===== config.mk =====
export PLATFORM = sky130hd
export DESIGN_NAME = vector_ld_gather
export DESIGN_NICKNAME = d
export VERILOG_FILES = /design/src/rtl/vector_pkg.sv /design/src/rtl/vector_ld_gather.sv
export SDC_FILE = /design/constraint.sdc
export NUM_CORES = 1
export LEC_CHECK = 0
export CAP_MARGIN = 20
export CORE_MARGIN = 2
export CORE_UTILIZATION = 50
export CTS_CLUSTER_SIZE = 12
export DETAILED_ROUTE_END_ITERATION = 6
export PLACE_DENSITY = 0.79
export SETUP_SLACK_MARGIN = 0.02
export SLEW_MARGIN = 20
export SYNTH_ARGS = -nofsm -noshare
export SYNTH_HDL_FRONTEND = slang
export SYNTH_SLANG_ARGS = --single-unit

===== constraint.sdc =====
create_clock -name clk -period 8 [get_ports clk]
set_clock_uncertainty 0.1 [all_clocks]
set_input_delay 1.6 -clock clk [delete_from_list [all_inputs] [get_ports clk]]
set_output_delay 1.6 -clock clk [all_outputs]
set_load 0.01 [all_outputs]

===== src/rtl/vector_pkg.sv =====
// Shared constants and state encoding for the vector load/store datapath.
package vector_pkg;

  localparam int VEC_WIDTH  = 128;
  localparam int WORD_WIDTH = 32;
  localparam int LANES      = VEC_WIDTH / WORD_WIDTH;
  localparam int ADDR_STEP  = 4;

  typedef enum logic [1:0] {
    IDLE,
    READ,
    DRAIN,
    DONE
  } gather_state_t;

endpackage


===== src/rtl/vector_ld_gather.sv =====
// Vector-load gather: issues LANES sequential word reads and assembles them
// into one vector, presented with a single-cycle valid pulse.
module vector_ld_gather
  import vector_pkg::*;
(
  input  logic                  clk,
  input  logic                  rst,
  input  logic                  mem_ren_v,
  input  logic [WORD_WIDTH-1:0] m_address,
  input  logic [WORD_WIDTH-1:0] mem_rdata,
  output logic [WORD_WIDTH-1:0] mem_raddr,
  output logic                  mem_ren,
  output logic                  stall_cpu,
  output logic [VEC_WIDTH-1:0]  output_vector,
  output logic                  vector_valid
);

  localparam int                    LANE_W    = (LANES > 1) ? $clog2(LANES) : 1;
  localparam logic [LANE_W-1:0]     LAST_LANE = LANE_W'(LANES - 1);
  localparam logic [WORD_WIDTH-1:0] STEP      = WORD_WIDTH'(ADDR_STEP);

  gather_state_t         state_q;
  logic [LANE_W-1:0]     lane_q;
  logic [WORD_WIDTH-1:0] raddr_q;
  logic                  ren_q;
  logic                  valid_q;
  logic [VEC_WIDTH-1:0]  asm_q;
  logic [VEC_WIDTH-1:0]  asm_d;
  logic [VEC_WIDTH-1:0]  vec_q;

  logic                  accept;
  logic                  capture;
  logic [LANE_W-1:0]     cap_lane;

  // Read data lags its address by one cycle, so the lane landing now is the
  // one issued last cycle; DRAIN catches the final lane.
  always_comb begin
    accept   = ((state_q == IDLE) || (state_q == DONE)) && mem_ren_v;
    capture  = ((state_q == READ) && (lane_q != '0)) || (state_q == DRAIN);
    cap_lane = (state_q == DRAIN) ? LAST_LANE : (lane_q - LANE_W'(1));
    asm_d    = asm_q;
    if (capture) begin
      asm_d[cap_lane*WORD_WIDTH +: WORD_WIDTH] = mem_rdata;
    end
  end

  always_ff @(posedge clk) begin
    if (rst) begin
      state_q <= IDLE;
      lane_q  <= '0;
      raddr_q <= '0;
      ren_q   <= 1'b0;
      valid_q <= 1'b0;
      asm_q   <= '0;
      vec_q   <= '0;
    end else begin
      valid_q <= 1'b0;
      asm_q   <= asm_d;
      case (state_q)
        IDLE, DONE: begin
          if (accept) begin
            state_q <= READ;
            lane_q  <= '0;
            raddr_q <= m_address;
            ren_q   <= 1'b1;
          end else begin
            state_q <= IDLE;
          end
        end
        READ: begin
          if (lane_q == LAST_LANE) begin
            state_q <= DRAIN;
            ren_q   <= 1'b0;
          end else begin
            lane_q  <= lane_q + LANE_W'(1);
            raddr_q <= raddr_q + STEP;
          end
        end
        DRAIN: begin
          // Load the merged value so the final lane is included.
          state_q <= DONE;
          vec_q   <= asm_d;
          valid_q <= 1'b1;
        end
        default: begin
          state_q <= IDLE;
          ren_q   <= 1'b0;
        end
      endcase
    end
  end

  assign stall_cpu     = !rst && (accept || (state_q == READ) || (state_q == DRAIN));
  assign mem_raddr     = raddr_q;
  assign mem_ren       = ren_q;
  assign output_vector = vec_q;
  assign vector_valid  = valid_q;

endmodule


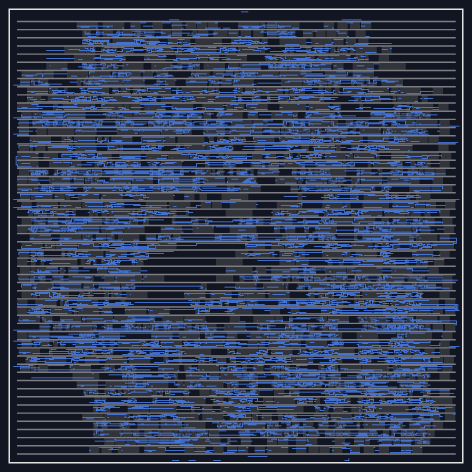
(signal wires on met1)
(3 px per um) Supply wires on this layer in gray. Cells faint in the background.
main direction: horizontal
longest straight run: 65.3 um
wire length on this layer: 13,100 um
share of all routed wire: 44%
nets with wire on the layer: 1,346
routed wire length: 30,000 um
vias: 9,866
GR met1 Demand/Resource: 0.337

==> run notes <==
impl run done, here's what came out: leading cell category by total area=registers, Top Consumer=sequential cells, power density normalized to cell area=333 nW/um^2, combinational cell area excluding buffers and inverters=just over 5000 um^2, Die W=151 um, cell class contributing the biggest share of worst-path delay=buffers and inverters, final number of hold-violating endpoints=0, power in combinational cells=0.00171 W, Root Driver=clkbuf_16, Port-buffer cells=~230, FF-to-FF Start=state_q[0], logic share of the area=0.364, amount of wire on met2 after detailed routing=14,000 um, min-delay src=asm_q[62], Reg-to-Reg End=output_vector[78], Register-to-Register Path Depth=11, # resized after CTS=0, post-synthesis chip area from yosys=~11,000 um^2, Worst Setup SP=state_q[0], Max Root-Sink Buffers=3, number of global-route vias before repair=8,972, Post-DP HPWL=18,800 um, Top Usage Layer GRT=met2, core footprint=21,100 um^2, RSZ-0062 raised after global routing=no, number of warnings in the stage logs=32, CTS tree=built, number of synthesis warnings=0, logic depth of the worst path, buffers included=6, CP max stage delay=approximately 0.85 ns, endpoint type of the worst setup path=output port, ys flops=262, clock sink total=262, post-CTS repair timing setup buffer count=0, global-route wire length before repair=46,800 um, Finish-stage setup viols=0, startpoint types=flop, post-layout net count=1,505, initial antenna violation count=0, leakage dissipation=4.52 nW, PnR worst setup slack=3.14 ns, CP required=6.30 ns, vias per std cell=5.74, Slew HR=0.285, worst skew pair latency=0.53 ns, flip-flops with a built-in enable=0, clock transition at the registers of the reported paths=0.06 ns, Area growth syn-to-layout=29.9%, cell-internal power=between 0.003 and 0.004 W, H-tree depth=1, Worst Hold Class=flop to flop, Pre-Place Util=0.510, DRT met1 WL=13,100 um, FP Rows=53, endpoint of the worst setup timing path=stall_cpu, CTS hold repair buffers=0, Buffers & Inverters on Critical Path=3, top cells by count, synth=dfxtp_1, nor2_1, nand3_1, Most common reg cell=dfxtp_1, power attributed to sequential cells=about 0.0017 W, area fraction in compound gates after synthesis=0.171, highest metal layer with signal wires=met4, layout buffering overhead excluding clock cells=0.171, cell total in the yosys stat output=1,278, Filler Cell Count=1,763, met3 usage=0.0470, top area contributor share=0.487, adder and majority gate portion of the synthesized area=0.00930, outcome=completed, worst-path fanout max=93, biggest area contributors in the synthesized netlist=dfxtp_1, nand3_1, a21oi_1, vertical extent of the die=151 um, AND/OR/NAND/NOR Cells, Area Fraction=0.247, ordered cell list for the critical path=inv_1 > ha_4 > buf_4 > a211oi_1 > nor2_1 > clkdlybuf4s50_1, leading area contributor after synthesis=dfxtp_1, critical path data arrival time=around 3.2 ns, Mapped Nets=1,353, die outline area=22,700 um^2, share of power burned in registers=0.370, total inserted antenna cells=0, Non-Clock Inverter Count=14, clock buffers created by TritonCTS=28
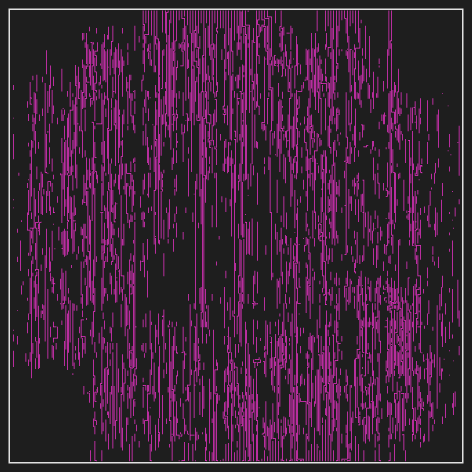
(signal wires on met2)
(3 px per um)
share of all routed wire: 47%
nets with wire on the layer: 1,246
wire length on this layer: 14,000 um

Power is estimated from default activity; no workload was simulated.
